## src/rtl/xor_checksum_if.sv

```systemverilog
// Stream interface for xor_checksum: word input channel and result output channel.
// The slave modport is the checksum engine. The master modport is the word source and result consumer.
interface xor_checksum_if #(
    parameter int WIDTH   = 16,
    parameter int MAX_LEN = 8
);
    localparam int LEN_W = $clog2(MAX_LEN + 1);

    logic             in_valid;
    logic             in_ready;
    logic [WIDTH-1:0] in_data;
    logic             in_last;
    logic             out_valid;
    logic             out_ready;
    logic [WIDTH-1:0] out_checksum;
    logic [LEN_W-1:0] out_len;
    logic             out_parity;
    logic             out_overflow;

    modport slave (
        input  in_valid, in_data, in_last, out_ready,
        output in_ready, out_valid, out_checksum, out_len, out_parity, out_overflow
    );

    modport master (
        output in_valid, in_data, in_last, out_ready,
        input  in_ready, out_valid, out_checksum, out_len, out_parity, out_overflow
    );
endinterface

```

## src/rtl/xor_checksum.sv

```systemverilog
// Streaming XOR checksum engine.
// Each accepted word is folded into a running accumulator. At frame end the checksum,
// the saturated length, the parity and the overflow flag are registered onto a
// valid/ready result port. A pending result back-pressures the input unless the
// consumer takes the result on the same edge.
module xor_checksum #(
    parameter int WIDTH   = 16,
    parameter int MAX_LEN = 8
) (
    input  logic          clk,
    input  logic          reset,
    xor_checksum_if.slave bus
);
    localparam int               LEN_W = $clog2(MAX_LEN + 1);
    localparam logic [LEN_W-1:0] MAX_C = LEN_W'(MAX_LEN);

    logic [WIDTH-1:0] acc;
    logic [LEN_W-1:0] cnt;
    logic             ovf;

    logic             accept;
    logic             at_max;
    logic [WIDTH-1:0] fold;
    logic [LEN_W-1:0] cnt_next;

    // Word count saturating at MAX_LEN; the result is always representable in LEN_W bits.
    function automatic logic [LEN_W-1:0] sat_inc(input logic [LEN_W-1:0] c);
        if (c >= MAX_C)
            return MAX_C;
        return c + LEN_W'(1);
    endfunction

    // A stalled result blocks new words unless it is being drained this cycle.
    assign bus.in_ready = ~bus.out_valid | bus.out_ready;
    assign accept       = bus.in_valid & bus.in_ready;
    assign at_max       = (cnt == MAX_C);
    // The first word of a frame replaces the stale accumulator contents.
    assign fold         = (cnt == '0) ? bus.in_data : (acc ^ bus.in_data);
    assign cnt_next     = sat_inc(cnt);

    // Frame accumulator: fold accepted words, and clear when the frame's last word is taken.
    always_ff @(posedge clk or posedge reset) begin
        if (reset) begin
            acc <= '0;
            cnt <= '0;
            ovf <= 1'b0;
        end else if (accept) begin
            if (bus.in_last) begin
                acc <= '0;
                cnt <= '0;
                ovf <= 1'b0;
            end else begin
                acc <= fold;
                cnt <= cnt_next;
                ovf <= ovf | at_max;
            end
        end
    end

    // Result register: load on frame end, which also covers the back-to-back case; drop valid once consumed.
    always_ff @(posedge clk or posedge reset) begin
        if (reset) begin
            bus.out_valid    <= 1'b0;
            bus.out_checksum <= '0;
            bus.out_len      <= '0;
            bus.out_parity   <= 1'b0;
            bus.out_overflow <= 1'b0;
        end else if (accept && bus.in_last) begin
            bus.out_valid    <= 1'b1;
            bus.out_checksum <= fold;
            bus.out_len      <= cnt_next;
            bus.out_parity   <= ^fold;
            bus.out_overflow <= ovf | at_max;
        end else if (bus.out_valid && bus.out_ready) begin
            bus.out_valid    <= 1'b0;
        end
    end
endmodule

```

## src/flat_wrapper.sv

```systemverilog
// flat-port wrapper written by rule: the top's interface ports become plain ports
module xor_checksum_flat 
#(
    parameter int WIDTH   = 16,
    parameter int MAX_LEN = 8
)
  (clk, reset, bus_in_valid, bus_in_data, bus_in_last, bus_out_ready, bus_in_ready, bus_out_valid, bus_out_checksum, bus_out_len, bus_out_parity, bus_out_overflow);
  xor_checksum_if #(.WIDTH(WIDTH), .MAX_LEN(MAX_LEN)) bus_i ();
  input  logic clk;
  input  logic reset;
  input wire logic [$bits(bus_i.in_valid)-1:0] bus_in_valid;
  input wire logic [$bits(bus_i.in_data)-1:0] bus_in_data;
  input wire logic [$bits(bus_i.in_last)-1:0] bus_in_last;
  input wire logic [$bits(bus_i.out_ready)-1:0] bus_out_ready;
  output wire logic [$bits(bus_i.in_ready)-1:0] bus_in_ready;
  output wire logic [$bits(bus_i.out_valid)-1:0] bus_out_valid;
  output wire logic [$bits(bus_i.out_checksum)-1:0] bus_out_checksum;
  output wire logic [$bits(bus_i.out_len)-1:0] bus_out_len;
  output wire logic [$bits(bus_i.out_parity)-1:0] bus_out_parity;
  output wire logic [$bits(bus_i.out_overflow)-1:0] bus_out_overflow;
  assign bus_i.in_valid = bus_in_valid;
  assign bus_i.in_data = bus_in_data;
  assign bus_i.in_last = bus_in_last;
  assign bus_i.out_ready = bus_out_ready;
  assign bus_in_ready = bus_i.in_ready;
  assign bus_out_valid = bus_i.out_valid;
  assign bus_out_checksum = bus_i.out_checksum;
  assign bus_out_len = bus_i.out_len;
  assign bus_out_parity = bus_i.out_parity;
  assign bus_out_overflow = bus_i.out_overflow;
  xor_checksum #(.WIDTH(WIDTH), .MAX_LEN(MAX_LEN)) u_core (.clk(clk), .reset(reset), .bus(bus_i));
endmodule
```

## config.mk

```make
export PLATFORM = sky130hd
export DESIGN_NAME = xor_checksum_flat
export DESIGN_NICKNAME = d
export VERILOG_FILES = /design/src/rtl/xor_checksum_if.sv /design/src/rtl/xor_checksum.sv /design/src/flat_wrapper.sv
export SDC_FILE = /design/constraint.sdc
export NUM_CORES = 1
export LEC_CHECK = 0
export CAP_MARGIN = 20
export CORE_MARGIN = 4
export CORE_UTILIZATION = 35
export DETAILED_ROUTE_END_ITERATION = 8
export PLACE_DENSITY = 0.68
export SYNTH_ARGS = -nofsm -noshare
export SYNTH_HDL_FRONTEND = slang
export SYNTH_SLANG_ARGS = --single-unit
```

## constraint.sdc

```tcl
create_clock -name clk -period 3.5 [get_ports clk]
set_input_delay 0.35 -clock clk [delete_from_list [all_inputs] [get_ports clk]]
set_output_delay 0.35 -clock clk [all_outputs]
set_load 0.1 [all_outputs]
```

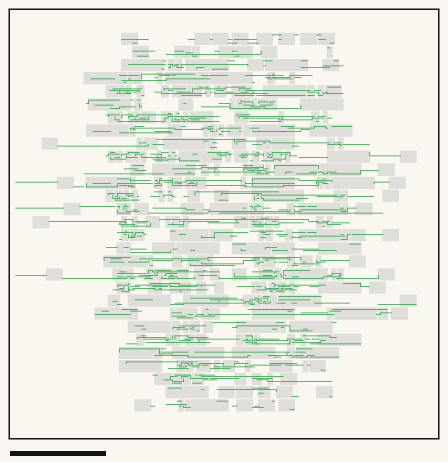
(run_1/met1.png)
Bar = 20 um.
The layer carries 2370 um of wire. The longest straight run is 34.0 um.

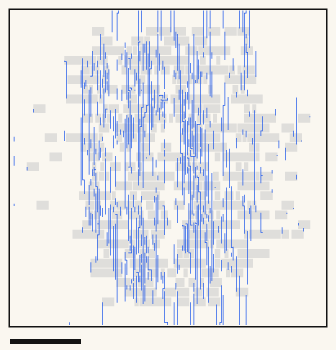
(run_1/met2.png)
Bar = 20 um.
The wires run mostly vertical. 249 nets have wire on it. The layer carries 2370 um of wire.
Total Wirelength: 5.01 mm
vias: 1814

==> deck_impl_summary.md, run 1 <==
Run Summary

Run status
  – Status: finished, final reports clean

Timing
  – Slew @ Worst Pin: 1.03 ns
  – Worst clock skew: 0.00978 ns
  – Final worst slack: 0.568 ns
  – Hold slack: between 0.3 and 0.4 ns

Power and ir drop
  – Clk network pwr share: 0.180
  – Switch share: 0.446
  – VDD IR max: 441 uV
  – LEAKAGE: 1.24 nW
  – Internal: 1.29 mW
  – Seq pwr share: 0.304

Global routing
  – Largest net degree at the start of global routing: 38
  – Grt ovf: 0
  – First-pass GRT wire length: 8.34 mm

Finish
  – Share of cells above drive strength 1: 0.0546
  – Layout area overhead: 27.2%
  – Commonest Layout Cell: nand2_1
  – Inserted Diodes: 0

Yosys
  – Synth Area in Adders: 0.0109
  – Largest type area fraction: 0.480
  – Synthesized instance count: 252
  – Yosys stat cell total: 252
  – Asr flop ratio synth: 1.00
  – Yosys aoi share: 0.178
  – Comb area leader: AND-OR/OR-AND gates
  – Syn avg cell area: ~9.1 um^2

Placement
  – Area post-placement: 0.00279 mm^2
  – Routability cong.: about 0.7
  – Placed instance count: roughly 360
  – Place WS: around 0.6 ns

Job
  – Log Warnings: 27

Detailed routing
  – Wire per inst: 13.5 um

Critical path
  – Crit-path cells: inv_1, ha_1, or3b_4, a221oi_2, xor2_1, xnor3_1, xnor3_1, xnor3_1, o21ai_1
  – Worst path bufs/invs: 1
  – CP Launch Type: flop
  – Worst Setup EP: u_core.bus.out_parity
  – Cell mode on critical path: xnor3_1
  – Setup slack, reg-to-reg: 0.57 ns
  – Kind of critical path: reg -> reg
  – CP startpoint: u_core.cnt[0]

Hold path
  – Hold crit path type: in -> async

Clock network
  – Post-cts hold-fix buffer tally: 0
  – Maximum level of the CTS H-tree: 2
  – Clock Pin Slew Worst Setup and Hold Paths: 0.08 ns
  – TritonCTS clock tree: built
  – Clock buffer depth: 2
  – Late-Pin Clk Latency: 0.29 ns
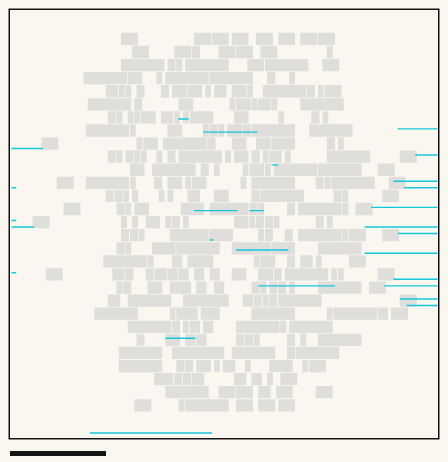
(run_1/met3.png)
Bar = 20 um.
The longest straight run is 25.1 um. The layer holds 4.2% of the routed length.

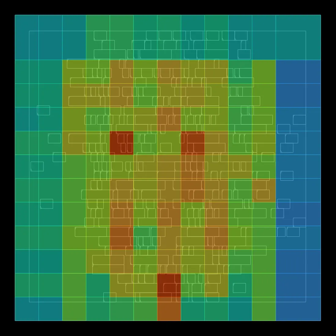
(run_1/final_congestion.png)
grt met3 use: 0.0276
gr busiest metal: met2
final core occ: 0.460
met1 Use GR: 0.193

run 1: power by group through the flow:
stage                     logic, mW  registers, mW  clock network, mW
final                          1.20          0.707              0.419
after global routing           1.29          0.727              0.448
after CTS                      1.21          0.709              0.425
after detailed placement       1.21          0.719                  0
after global placement         1.19          0.713                  0
after floorplan               0.499           1.17                  0
run 1: registers in the layout, summed over array words and instances, names as in the netlist:
name	cells
u_core.cnt	4
u_core.acc	16
u_core.ovf	1
u_core.bus.out_valid	1
u_core.bus.out_len	4
u_core.bus.out_parity	1
u_core.bus.out_checksum	16
u_core.bus.out_overflow	1
run 1: layout make-up:
type / instances / share of cell area
clock buffer: 7 / 0.0330
multi-input combinational: 191 / 0.385
inverter: 3 / 0.00386
tap: 77 / 0.0330
sequential: 44 / 0.377
timing repair buffer: 47 / 0.158
clock inverter: 1 / 0.0103
--- run 2 (diff from run 1) ---
- PLACE_DENSITY: 0.68 -> 0.7
- clock period: 3.5 -> 2.54 ns (I/O delays scaled with it)
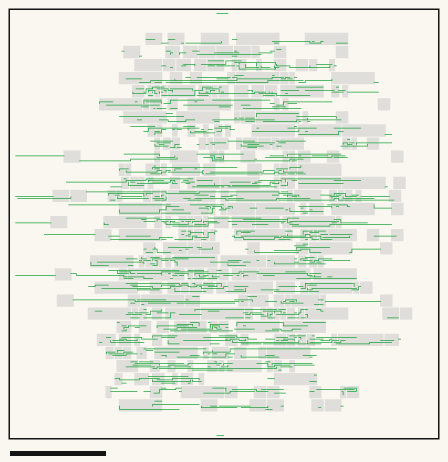
(run_2/met1.png)
Bar = 20 um.
The wires run mostly horizontal. The longest straight run is 24.4 um. The layer carries 2720 um of wire. 295 nets have wire on it.
Total Wirelength: 5.66 mm
vias: 1935
met1 Use GR: 0.215

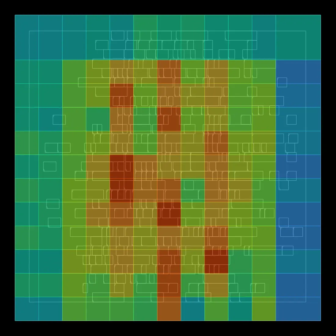
(run_2/final_congestion.png)
grt met3 use: 0.0304
gr usage total: 0.147
GR Layer Usage met2: 0.219
wire per inst: 14.4 um

==> deck_impl_summary.md, run 2 <==
Run Summary

Finish
  – Clock buffers: 6 (-1)
  – Top Registers: u_core.acc (16), u_core.bus.out_checksum (16)
  – Commonest Layout Cell: nand2_1
  – Non-Clock Buffer Area Fraction: 0.185 (+0.0276)
  – Inserted Diodes: 0 (unchanged)
  – Logic share of the area: 0.400 (+0.0154)
  – Seq area share: 0.347 (-0.0305)
  – Multi-input gates: 193 (+1.0%)
  – Final instance area: 0.00318 mm^2
  – Non-clock buffers: 68 (+45%)
  – Final clock-cell share: 0.0339 (-0.00945)
  – Inverter count: 3 (unchanged)
  – Share of cells above drive strength 1: 0.259 (+0.205)

Yosys
  – Number of enable flip-flop cells: 0
  – Synthesized instance count: 252 (unchanged)
  – Yosys stat cell total: 252 (unchanged)
  – Syn avg cell area: 9.11 um^2 (unchanged)
  – Comb area leader: AND-OR/OR-AND gates
  – Largest type area fraction: 0.480 (unchanged)
  – Synth Area in Adders: 0.0109 (unchanged)

Global routing
  – First-pass GRT wire length: 8.97 mm (+7.5%)
  – Largest net degree at the start of global routing: 45 (+18%)
  – Gr busiest metal: met2

Critical path
  – Worst Setup EP: u_core.bus.out_parity
  – Worst path bufs/invs: 2 (+1)
  – CP Launch Type: flop
  – Cell mode on critical path: xnor3_1
  – Kind of critical path: reg -> reg
  – Reg2Reg Depth: 10
  – Setup slack, reg-to-reg: 0.05 ns (-0.51 ns)
  – CP startpoint: u_core.cnt[0]

Power and ir drop
  – VDD IR max: 737 uV (+67%)
  – LEAKAGE: 1.42 nW (+14%)

Clock network
  – Clock buffer depth: 2 (unchanged)
  – Post-cts hold-fix buffer tally: 0 (unchanged)
  – Late-Pin Clk Latency: 0.29 ns (about the same)
  – Clock Pin Slew Worst Setup and Hold Paths: 0.08 ns (about the same)
  – TritonCTS clock tree: built

Run status
  – Status: finished, final reports clean

Floorplanning
  – Well Taps: 77 (unchanged)

Timing
  – Worst clock skew: 0.00660 ns (-0.00318 ns)
  – RSZ-0062 raised after global routing: true
  – Slew @ Worst Pin: 0.554 ns (-0.476 ns)
  – Final worst slack: 0.0541 ns (-0.514 ns)

Job
  – Log Warnings: 29 (+7.4%)

Placement
  – Placed instance count: 376 (+3.9%)
  – Place WS: -0.0502 ns (-0.637 ns)

Hold path
  – Hold crit path type: in -> async
[run 2: cell counts after synthesis]
No cell type changed its count.
[run 2: report_power, final]
group	switching [mW]	total [mW]	internal, mW
clock network	0.238	0.530	0.292
logic	1.17	1.80	0.633
registers	0.121	0.980	0.859
total	1.53	3.31	1.78
[run 2: stage by stage]
stage	hold WS, ns	util	setup TNS, ns
2_1_floorplan	0.439	-	0
3_3_place_gp	0.460	0.452	0
3_5_place_dp	0.466	0.452	-0.0502
4_1_cts	0.421	0.484	-0.0374
5_1_grt	0.495	0.500	-0.0816
6_report	0.414	0.500	0
[run 2: layer usage]
metal,share of wire,up-vias
li1,-,963
met1,0.48,919
met2,0.46,47
met3,0.047,6
met4,0.011,0
met5,0,-
--- run 3 (diff from run 2) ---
- SLEW_MARGIN: default -> 10
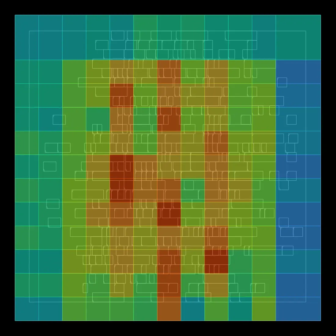
(run_3/final_congestion.png)
final core occ: 0.500

==> deck_impl_summary.md, run 3 <==
Run Summary

Run status
  – Status: finished, final reports clean

Finish
  – Clock buffers: 6 (unchanged)
  – Seq area share: 0.347 (unchanged)
  – Non-Clock Buffer Area Fraction: 0.185 (unchanged)
  – Non-clock buffers: 68 (unchanged)
  – Logic share of the area: 0.400 (unchanged)
  – Share of cells above drive strength 1: 0.259 (unchanged)
  – Inverter count: 3 (unchanged)
  – Inserted Diodes: 0 (unchanged)

Timing
  – Slew @ Worst Pin: 0.554 ns (unchanged)
  – Worst clock skew: 0.00660 ns (unchanged)
  – RSZ-0062 raised after global routing: true
  – Setup TNS: 0 ns (unchanged)

Yosys
  – Largest type area fraction: 0.480 (unchanged)
  – Number of enable flip-flop cells: 0 (unchanged)
  – Yosys stat cell total: 252 (unchanged)
  – Synthesized instance count: 252 (unchanged)
  – Synth Area in Adders: 0.0109 (unchanged)
  – Comb area leader: AND-OR/OR-AND gates

Power and ir drop
  – VDD IR max: 737 uV (unchanged)
  – LEAKAGE: 1.42 nW (unchanged)
  – Logic power comb: 1.80 mW (about the same)
  – Clk network pwr share: 0.160 (about the same)
  – Switch Pwr: 1.53 mW (unchanged)
  – Logic pwr share: 0.544 (about the same)
  – P_seq: 0.980 mW (about the same)
  – Biggest consumer: combinational cells
  – Switch share: 0.461 (unchanged)

Clock network
  – Clock buffer depth: 2 (unchanged)
  – Post-cts hold-fix buffer tally: 0 (unchanged)
  – Clock Pin Slew Worst Setup and Hold Paths: 0.08 ns (about the same)

Critical path
  – Cell mode on critical path: xnor3_1
  – CP startpoint: u_core.cnt[0]
  – Worst path bufs/invs: 2 (unchanged)

Global routing
  – Grt met3 use: 0.0304 (unchanged)
  – First-pass GRT wire length: 8.97 mm (unchanged)
  – GR Layer Usage met2: 0.219 (unchanged)
  – Largest net degree at the start of global routing: 45 (unchanged)
  – Gr usage total: 0.147 (unchanged)
  – Gr busiest metal: met2
  – Met1 Use GR: 0.215 (unchanged)

Floorplanning
  – Well Taps: 77 (unchanged)

Detailed routing
  – Total Wirelength: 5.66 mm (unchanged)
  – Vias: 1935 (unchanged)
  – Met3 WL: 268 um (unchanged)
  – Wire length on met2: 2.61 mm (unchanged)
  – M1 WL: 2.72 mm (unchanged)
  – Uppermost layer routed: met4

Placement
  – Placed instance count: 376 (unchanged)

Hold path
  – Hold crit path type: in -> async
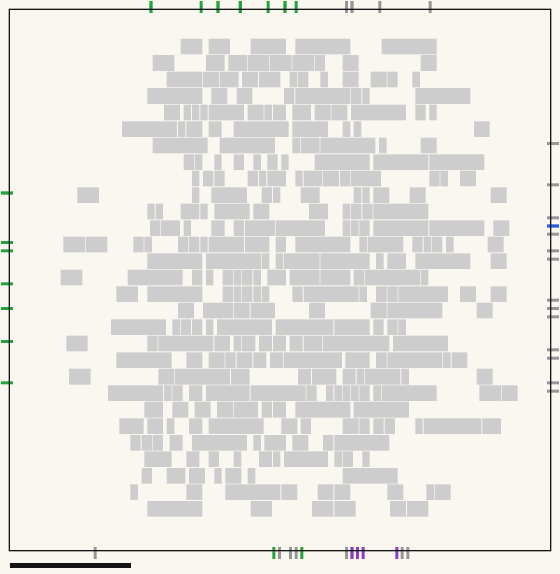
(run_3/pins.png)
Bar = 20 um. Pins as bars across the die edge, other pins in gray.
Blue shows `bus_out_parity`, pins 1, direction output, edge right. Green shows `bus_in_data`, pins 16, direction input, edge 7 left, 7 top, 2 bottom. Purple shows `bus_out_len`, pins 4, direction output, edge bottom.
Die W: 89.0 um
Die Span Y: 89.0 um
# port buffers: 44

## run 3: cell counts after synthesis
Identical to the previous run, type by type.
## run 3: final timing paths
path                       cells after the start                     endpoint  slack (ns)
max                                           10        u_core.bus.out_parity        0.05
min                                            3        u_core.bus.out_len[1]        0.41
max reg2reg                                   10        u_core.bus.out_parity        0.05
min reg2reg                                    2  u_core.bus.out_checksum[11]        0.49
max in group asynchronous                      3         u_core.bus.out_valid        1.73
min in group clk                               2  u_core.bus.out_checksum[11]        0.49
## run 3: metrics by stage
stage	area, um^2	worst slack, ns	hold WS [ns]
6_report	3180	0.0541	0.414
2_1_floorplan	2300	0.00765	0.439
3_3_place_gp	2870	0.00363	0.460
5_1_grt	3180	-0.0816	0.495
3_5_place_dp	2870	-0.0502	0.466
4_1_cts	3070	-0.0374	0.421
Power is estimated from default activity; no workload was simulated.
